`config.mk`:
```
export PLATFORM = sky130hd
export DESIGN_NAME = dmem_port_arbiter
export DESIGN_NICKNAME = d
export VERILOG_FILES = /design/src/rtl/dmem_port_arbiter_pkg.sv /design/src/rtl/dmem_port_arbiter_store_fmt.sv /design/src/rtl/dmem_port_arbiter.sv
export SDC_FILE = /design/constraint.sdc
export NUM_CORES = 1
export LEC_CHECK = 0
export CAP_MARGIN = 20
export CORE_AREA = 2 2 99 101
export CTS_CLUSTER_SIZE = 28
export DETAILED_ROUTE_END_ITERATION = 10
export DIE_AREA = 0 0 101 103
export PLACE_DENSITY = 0.68
export SKIP_CTS_REPAIR_TIMING = 1
export SYNTH_ARGS = -nofsm -noshare
export SYNTH_HDL_FRONTEND = slang
export SYNTH_SLANG_ARGS = --single-unit
```
`constraint.sdc`:
```
create_clock -name clk -period 3.7 [get_ports clk]
set_input_delay 0.37 -clock clk [delete_from_list [all_inputs] [get_ports clk]]
set_output_delay 0.37 -clock clk [all_outputs]
set_load 0.005 [all_outputs]
```
`src/rtl/dmem_port_arbiter_pkg.sv`:
```
`default_nettype none
// ============================================================================
// Module      : dmem_port_arbiter_pkg
// Description : Shared constants and types for the data-memory port arbiter.
// Revision    : 1.0 - initial release
// ============================================================================
package dmem_port_arbiter_pkg;

    // Store-size funct3 encodings (RV32 S-type)
    localparam logic [2:0] FNC_SB = 3'b000;
    localparam logic [2:0] FNC_SH = 3'b001;
    localparam logic [2:0] FNC_SW = 3'b010;

    localparam int PORT_CPU  = 0;
    localparam int PORT_UART = 1;

    localparam int TAG_OWNER_W = 1;

    typedef struct packed {
        logic                   valid;
        logic                   load;
        logic [TAG_OWNER_W-1:0] owner;
    } rsp_tag_t;

    typedef enum logic [1:0] {
        SZ_BYTE = 2'd0,
        SZ_HALF = 2'd1,
        SZ_WORD = 2'd2
    } st_size_e;

    // Unknown funct3 values fall back to a full-word store.
    function automatic st_size_e decode_size(input logic [2:0] f3);
        case (f3)
            FNC_SB:  return SZ_BYTE;
            FNC_SH:  return SZ_HALF;
            default: return SZ_WORD;
        endcase
    endfunction

endpackage
`default_nettype wire

```
`src/rtl/dmem_port_arbiter_store_fmt.sv`:
```
`default_nettype none
// ============================================================================
// Module      : dmem_store_fmt
// Description : Store formatting: byte enables, lane replication, misalignment.
// Revision    : 1.0 - initial release
// ============================================================================
module dmem_store_fmt
    import dmem_port_arbiter_pkg::*;
(
    input  logic [2:0]  funct3,
    input  logic [1:0]  addr_lo,
    input  logic [31:0] wdata,
    output logic [3:0]  mem_we,
    output logic [31:0] mem_wdata,
    output logic        misaligned
);

    always_comb begin
        mem_we     = 4'b0000;
        mem_wdata  = wdata;
        misaligned = 1'b0;
        case (decode_size(funct3))
            SZ_BYTE: begin
                mem_we    = 4'b0001 << addr_lo;
                mem_wdata = {4{wdata[7:0]}};
            end
            SZ_HALF: begin
                mem_we     = addr_lo[1] ? 4'b1100 : 4'b0011;
                mem_wdata  = {2{wdata[15:0]}};
                misaligned = addr_lo[0];
            end
            default: begin
                mem_we     = 4'b1111;
                misaligned = |addr_lo;
            end
        endcase
    end

endmodule
`default_nettype wire

```
`src/rtl/dmem_port_arbiter.sv`:
```
`default_nettype none
// ============================================================================
// Module      : dmem_port_arbiter
// Description : Two-port arbiter in front of a single-port data BRAM.
//               Optional DMEM_ARB_CPU_PRIO_EN: fixed CPU priority instead of
//               round-robin.
// Revision    : 1.0 - initial release
// ============================================================================
module dmem_port_arbiter
    import dmem_port_arbiter_pkg::*;
#(
    parameter int MEM_AW = 12,
    parameter int NREQ   = 2
) (
    input  logic               clk,
    input  logic               rst_n,
    input  logic [NREQ-1:0]    req_i,
    input  logic [NREQ-1:0]    we_i,
    input  logic [NREQ*3-1:0]  funct3_i,
    input  logic [NREQ*32-1:0] addr_i,
    input  logic [NREQ*32-1:0] wdata_i,
    output logic [NREQ-1:0]    gnt_o,
    output logic [NREQ-1:0]    rvalid_o,
    output logic [31:0]        rdata_o,
    output logic [NREQ-1:0]    err_o,
    output logic               mem_en,
    output logic [3:0]         mem_we,
    output logic [MEM_AW-1:0]  mem_addr,
    output logic [31:0]        mem_wdata,
    input  logic [31:0]        mem_rdata
);

    logic        w_any;
    logic        w_sel;
    logic        w_we;
    logic [2:0]  w_f3;
    logic [31:0] w_addr;
    logic [31:0] w_wdata;
    logic [3:0]  w_fmt_we;
    logic [31:0] w_fmt_wdata;
    logic        w_misal;
    logic        w_unused_addr;

    rsp_tag_t         r_tag;
    logic [NREQ-1:0]  r_err;
`ifndef DMEM_ARB_CPU_PRIO_EN
    logic             r_last_gnt;
`endif

    // Grants are suppressed while reset is held so the BRAM sees no access.
    always_comb begin
        w_any = 1'b0;
        w_sel = 1'(PORT_CPU);
        if (rst_n) begin
            if (req_i[PORT_CPU] && req_i[PORT_UART]) begin
                w_any = 1'b1;
`ifdef DMEM_ARB_CPU_PRIO_EN
                w_sel = 1'(PORT_CPU);
`else
                w_sel = ~r_last_gnt;
`endif
            end else if (req_i[PORT_CPU]) begin
                w_any = 1'b1;
                w_sel = 1'(PORT_CPU);
            end else if (req_i[PORT_UART]) begin
                w_any = 1'b1;
                w_sel = 1'(PORT_UART);
            end
        end
    end

    assign gnt_o   = w_any ? (2'b01 << w_sel) : 2'b00;
    assign w_we    = w_sel ? we_i[PORT_UART] : we_i[PORT_CPU];
    assign w_f3    = w_sel ? funct3_i[3*PORT_UART +: 3] : funct3_i[3*PORT_CPU +: 3];
    assign w_addr  = w_sel ? addr_i[32*PORT_UART +: 32] : addr_i[32*PORT_CPU +: 32];
    assign w_wdata = w_sel ? wdata_i[32*PORT_UART +: 32] : wdata_i[32*PORT_CPU +: 32];

    assign w_unused_addr = ^w_addr[31:MEM_AW+2];

    dmem_store_fmt u_store_fmt (
        .funct3     (w_f3),
        .addr_lo    (w_addr[1:0]),
        .wdata      (w_wdata),
        .mem_we     (w_fmt_we),
        .mem_wdata  (w_fmt_wdata),
        .misaligned (w_misal)
    );

    // Misaligned stores still occupy the slot but write nothing.
    assign mem_en    = w_any;
    assign mem_we    = (w_any && w_we && !w_misal) ? w_fmt_we : 4'b0000;
    assign mem_addr  = w_addr[MEM_AW+1:2];
    assign mem_wdata = w_fmt_wdata;

    always_ff @(posedge clk or negedge rst_n) begin
        if (!rst_n) begin
            r_tag <= '0;
            r_err <= '0;
        end else begin
            r_tag <= '{valid: w_any, load: ~w_we, owner: w_sel};
            r_err <= (w_any && w_we && w_misal) ? gnt_o : '0;
        end
    end

`ifndef DMEM_ARB_CPU_PRIO_EN
    always_ff @(posedge clk or negedge rst_n) begin
        if (!rst_n) begin
            r_last_gnt <= 1'b1;
        end else if (w_any) begin
            r_last_gnt <= w_sel;
        end
    end
`endif

    always_comb begin
        rvalid_o = '0;
        if (r_tag.valid && r_tag.load) begin
            rvalid_o[r_tag.owner] = 1'b1;
        end
    end

    assign rdata_o = mem_rdata;
    assign err_o   = r_err;

endmodule
`default_nettype wire

```
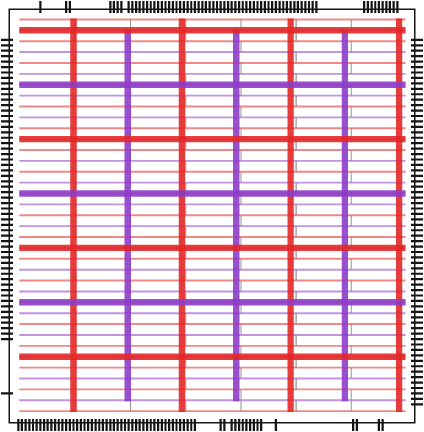
(run_1/floorplan.png)
(4 px per um) Pins as bars on the die edge. Tap cells in grey.
VSS: shown in red. VDD: shown in purple.
114 tap cells. 7 straps on met4. The core has 36 rows.

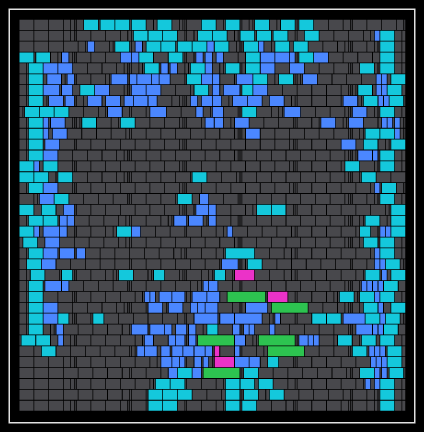
(run_1/class_map.png)
(4 px per um) Fill, decap, tap and diode cells in grey.
sequential cells: shown in green, cells 6, share of their area 4.7%. remaining logic cells: shown in blue, cells 195, share of their area 42%. remaining buffers and delay cells: shown in cyan, cells 168, share of their area 52%. clock drivers and dummy loads: shown in magenta, cells 4, share of their area 1.4%.

==> impl_metrics.ini, run 1 <==
; synthesis and place-and-route metrics
[place]
pre_cts_slack_ns = 0.608
gp_congestion = 0.774
dpl.cell_count = 483
dp_hpwl_mm = 6.54
port_buffers = 158

[timing]
fmax_mhz = 325
rsz0062_at_grt = no
whs_ns = 0.502
setup_viol_count_final = 0

[detailed_routing]
finalWirelength_mm = 8.16
firstDrtPassIters = 4
ant_nets = 0

[synthesis]
ys_cells = 249
ys_top_logic_family = multiplexers
ys_top_cells_by_count = mux2i_1, nand2_1, buf_4
ys_chip_area_mm2 = 0.00184
async_flop_share_pct = 100
mux_share_pct = 31.6
synth_top_cell_by_area = mux2i_1
yosys.area.top_type_share_pct = 24.5
synth_area_per_cell_um2 = 7.40
synth_flops = 6

[layout]
fin_util_pct = 35.4
antenna_cells = 0
drive_gt1_share_pct = 9.12
synthToLayoutAreaGrowth_pct = 82.0
nNetsFinal = 546

[global_routing]
grtUsageMet1_pct = 16.6
use_met2_pct = 26.5
grt_max_degree = 43
grt_antenna_before_repair = 0

[clock_network]
cts-buffers-inserted = 3
ctsHtreeMaxLevel = 1
cts_buffer_depth = 2

[worst_setup_path]
required_ns = 3.33
rrSetupSlack_ns = 2.06
worstSetupEndpoint = mem_wdata[15]

[worst_hold_path]
hold_depth = 2
min_path_type = flop to flop

[power_and_ir_drop]
peakVddDrop_mv = 0.0651
totalPowerFinal_w = 0.000604

[status]
status = completed

[run]
tool_warnings = 62

[floorplanning]
dieWidth_um = 101
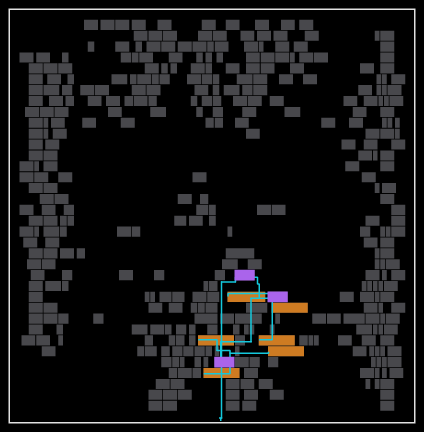
(run_1/clock_wires.png)
(4 px per um)
clock wires: shown in cyan, length 138 um. clock-net drivers: shown in purple, count 3. flip-flops: shown in orange, count 6.
There are 4 routed clock nets.
clock power share: 17.7%
clk latency late pin: 0.23 ns
Clock Skews: 0.00380 ns
P_clk: 0.000107 W

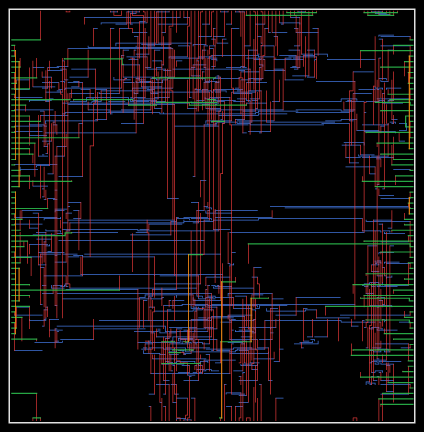
(run_1/layers.png)
(4 px per um)
M4: shown in orange, wire length 196 um. M2: shown in red, wire length 3980 um. M3: shown in green, wire length 806 um. M1: shown in blue, wire length 3170 um.

run 1: where the power goes:
| part | total [W] | switching [W] | leakage, nW | internal [W] |
|---|---|---|---|---|
| logic | 0.000422 | 0.000160 | 1.34 | 0.000262 |
| registers | 0.0000754 | 0.00000354 | 0.0747 | 0.0000719 |
| clock network | 0.000107 | 0.0000324 | 0.0228 | 0.0000745 |
| total | 0.000604 | 0.000196 | 1.44 | 0.000408 |
run 1: area by class of cell:
type / count / area, um2 / share of cell area [%]
clock buffers: 4 / 45.0 / 1.34
well taps: 114 / 143 / 4.26
inverters: 11 / 41.3 / 1.23
multi-input cells: 184 / 1300 / 38.9
repair buffers: 168 / 1670 / 49.8
flip-flops and latches: 6 / 151 / 4.52
run 1: routing by layer:
layer  wire length (um)  vias to the layer above
met5                  0                        -
met4                195                        0
met3                805                       18
met2               3980                      148
met1               3170                     1055
li1                   -                     1097
run 1: worst max-delay path: stages:
cell	delay, ns
clkdlybuf4s50_1	0.52
a21boi_4	0.36
nand2_4	0.10
inv_2	0.18
buf_4	0.29
mux2i_1	0.10
o21ai_0	0.20
clkdlybuf4s50_1	0.57
run 1: layout by cell type, fill, tap and decap left out, drive strengths merged:
cell / count
nand2b: 1
and4: 1
o211ai: 1
o31ai: 7
a32o: 1
nand2: 45
nor2b: 2
buf: 10
mux2: 11
clkdlybuf4s50: 158
nor3: 24
mux2i: 45
nand4: 8
o21ai: 6
dfstp: 1
o211a: 1
a31oi: 1
a311oi: 3
or2: 1
and2: 1
nor3b: 1
nor2: 5
inv: 11
a21boi: 3
clkbuf: 4
a21oi: 1
or2b: 1
a211oi: 2
a21bo: 1
dfrtp: 5
nand3: 7
xnor2: 2
and3: 2
run 1: sequential cells by signal, indices dropped and copies added, names as in the netlist:
signal	cells
r_tag	3
err_o	2
r_last_gnt	1
==> run_1/congestion_map.png <==
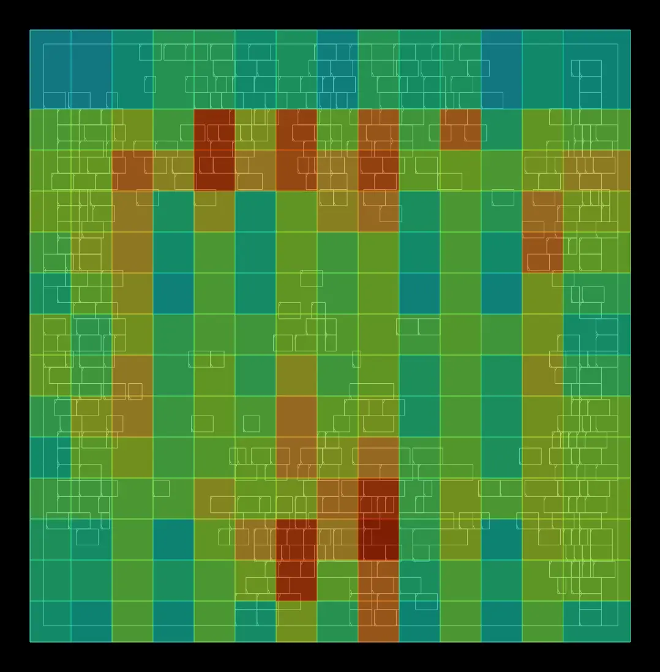

==> run 2: changes to the inputs <==
--- a/config.mk
+++ b/config.mk
@@ -6,11 +6,11 @@
 export NUM_CORES = 1
 export LEC_CHECK = 0
 export CAP_MARGIN = 20
-export CORE_AREA = 2 2 99 101
+export CORE_AREA = 2 2 101 103
 export CTS_CLUSTER_SIZE = 28
 export DETAILED_ROUTE_END_ITERATION = 10
-export DIE_AREA = 0 0 101 103
-export PLACE_DENSITY = 0.68
+export DIE_AREA = 0 0 103 105
+export PLACE_DENSITY = 0.69
 export SKIP_CTS_REPAIR_TIMING = 1
 export SYNTH_ARGS = -nofsm -noshare
 export SYNTH_HDL_FRONTEND = slang
==> constraint.sdc (replaced) <==
create_clock -name clk -period 2.5 [get_ports clk]
set_input_delay 0.25 -clock clk [delete_from_list [all_inputs] [get_ports clk]]
set_output_delay 0.25 -clock clk [all_outputs]
set_load 0.005 [all_outputs]
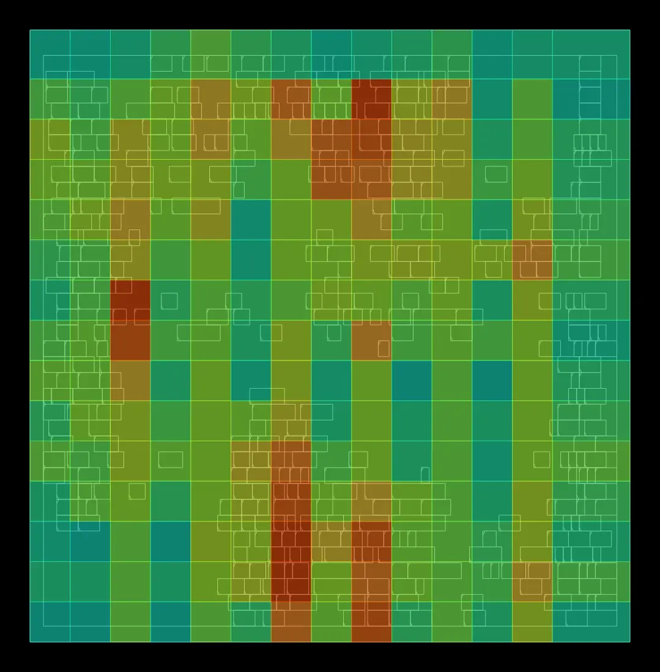
(run_2/congestion_map.png)
met2 usage: 25.5%
Global Route Usage Sum: 13.8%
grt met3 use: 2.07%
met1 global-route usage: 16.4%
Routed WL per cell: 15.7 um

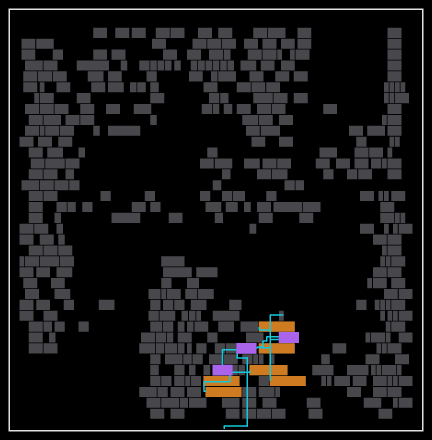
(run_2/clock_wires.png)
(4 px per um)
clock-net drivers: shown in purple, count 3. clock wires: shown in cyan, length 101 um. flip-flops: shown in orange, count 6.
There are 4 routed clock nets.

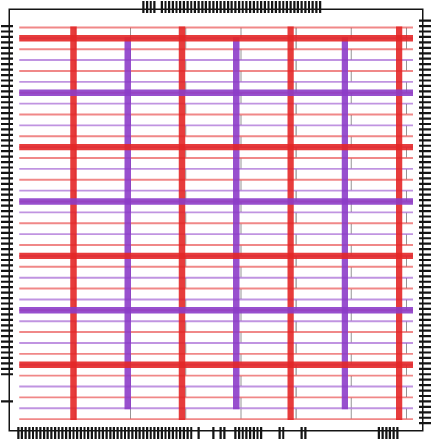
(run_2/floorplan.png)
(4 px per um) Pins as bars on the die edge. Tap cells in grey.
VSS: shown in red. VDD: shown in purple.
133 tap cells. The core has 36 rows.
die extent in x: 103 um
die height: 105 um
worst vdd ir: 0.154 mV
total core area: 0.00964 mm2

==> run 2 against run 1 <==
Against the previous run: sequential cell count unchanged; critical path depth down 1; largest power group unchanged; final cell count up 10%; setup slack worse by 0.59 ns; worst hold slack worse by 0.017 ns; critical endpoint is now mem_wdata[17]; global-route usage down 0.77 points; clock skew up 0.0028 ns; utilization up 3.9 points; largest cell class unchanged; sequential share of layout area down 0.53 points; sequential power up 49%; first-iteration DRC count down 45%.
==> impl_metrics.ini, run 2 <==
; synthesis and place-and-route metrics
[status]
status = completed

[worst_setup_path]
required_ns = 2.25
worstSetupEndpoint = mem_wdata[17]

[global_routing]
grt_antenna_before_repair = 0
grt_max_degree = 17

[detailed_routing]
firstDrtPassIters = 4
finalWirelength_mm = 8.45

[synthesis]
async_flop_share_pct = 100
ys_cells = 249
synth_flops = 6
ys_chip_area_mm2 = 0.00184
ys_top_cells_by_count = mux2i_1, nand2_1, buf_4
yosys.area.top_type_share_pct = 24.5
synth_top_cell_by_area = mux2i_1

[clock_network]
clkLatencyLatePin_ns = 0.22
ctsHtreeMaxLevel = 1
cts_buffer_depth = 2

[timing]
setup_viol_count_final = 0
clock_skew_ns = 0.00657
whs_ns = 0.486
rsz0062_at_grt = yes

[place]
pre_cts_slack_ns = -0.204
gp_congestion = 0.854

[layout]
nonClkBufAreaFrac_pct = 52.8
dominant_cells = non-clock buffers
buffers = 200
antenna_cells = 0
drive_gt1_share_pct = 19.8
comb_area_mm2 = 0.00138
synthToLayoutAreaGrowth_pct = 106
flop_area_um2 = 151
largest_register = r_tag
final_cell_mix = clkdlybuf4s50_1, nand2_1, mux2i_1

[floorplanning]
tapcell.inserted = 133

[worst_hold_path]
min_path_type = input pin to asynchronous set/reset pin
==> run 2: cell count changes in the layout (fill, tap and decap cells not counted), moves of 2 or more <==
| cell | delta |
|---|---|
| buf_4 | +23 |
| mux2i_2 | +4 |
| mux2i_4 | +2 |
| mux2i_1 | -6 |
| buf_12 | +2 |
| dlymetal6s2s_1 | +16 |
| clkdlybuf4s50_1 | -16 |
| buf_6 | +6 |
==> run 2: per-layer routing <==
layer  wire length (um)  up-vias  track usage, %
met3                789       30            2.07
li1                   -     1167               -
met2               4130      141            25.5
met1               3380     1091            16.4
met4                161        0            3.20
met5                  0        -               0
==> run 2: cell families after synthesis <==
group	Yosys count	share of synthesized area (%)
simple gates	99	26.4
buf+inv	59	21.1
mux	56	31.6
compound gates	27	11.8
flops	6	8.22
xor+xnor	2	0.951
==> run 2: worst min path at each step <==
| stage | start | end | slack (ns) | depth (start not counted) |
|---|---|---|---|---|
| finish | rst_n | r_tag[2] | 0.49 | 3 |
| global route | rst_n | r_tag[2] | 0.50 | 3 |
| CTS | r_last_gnt | r_last_gnt | 0.50 | 2 |
| detailed placement | r_last_gnt | r_last_gnt | 0.49 | 2 |
| global placement | r_last_gnt | r_last_gnt | 0.48 | 2 |
| floorplan | rst_n | err_o[0] | -0.05 | 0 |
==> run 2: worst max-delay path, cell delays in order <==
cell             delay, ns
clkdlybuf4s50_1       0.47
buf_6                 0.15
clkinvlp_4            0.13
o21ai_4               0.18
and2_4                0.27
mux2i_1               0.21
clkdlybuf4s50_1       0.54
==> run 2: where the power goes <==
group	total [W]	internal, W	switching [W]
clock network	0.000151	0.000110	0.0000418
logic	0.000687	0.000434	0.000253
registers	0.000112	0.000106	0.00000586
total	0.000951	0.000650	0.000300
No activity file was given, so power comes from the tool's default toggle rates.
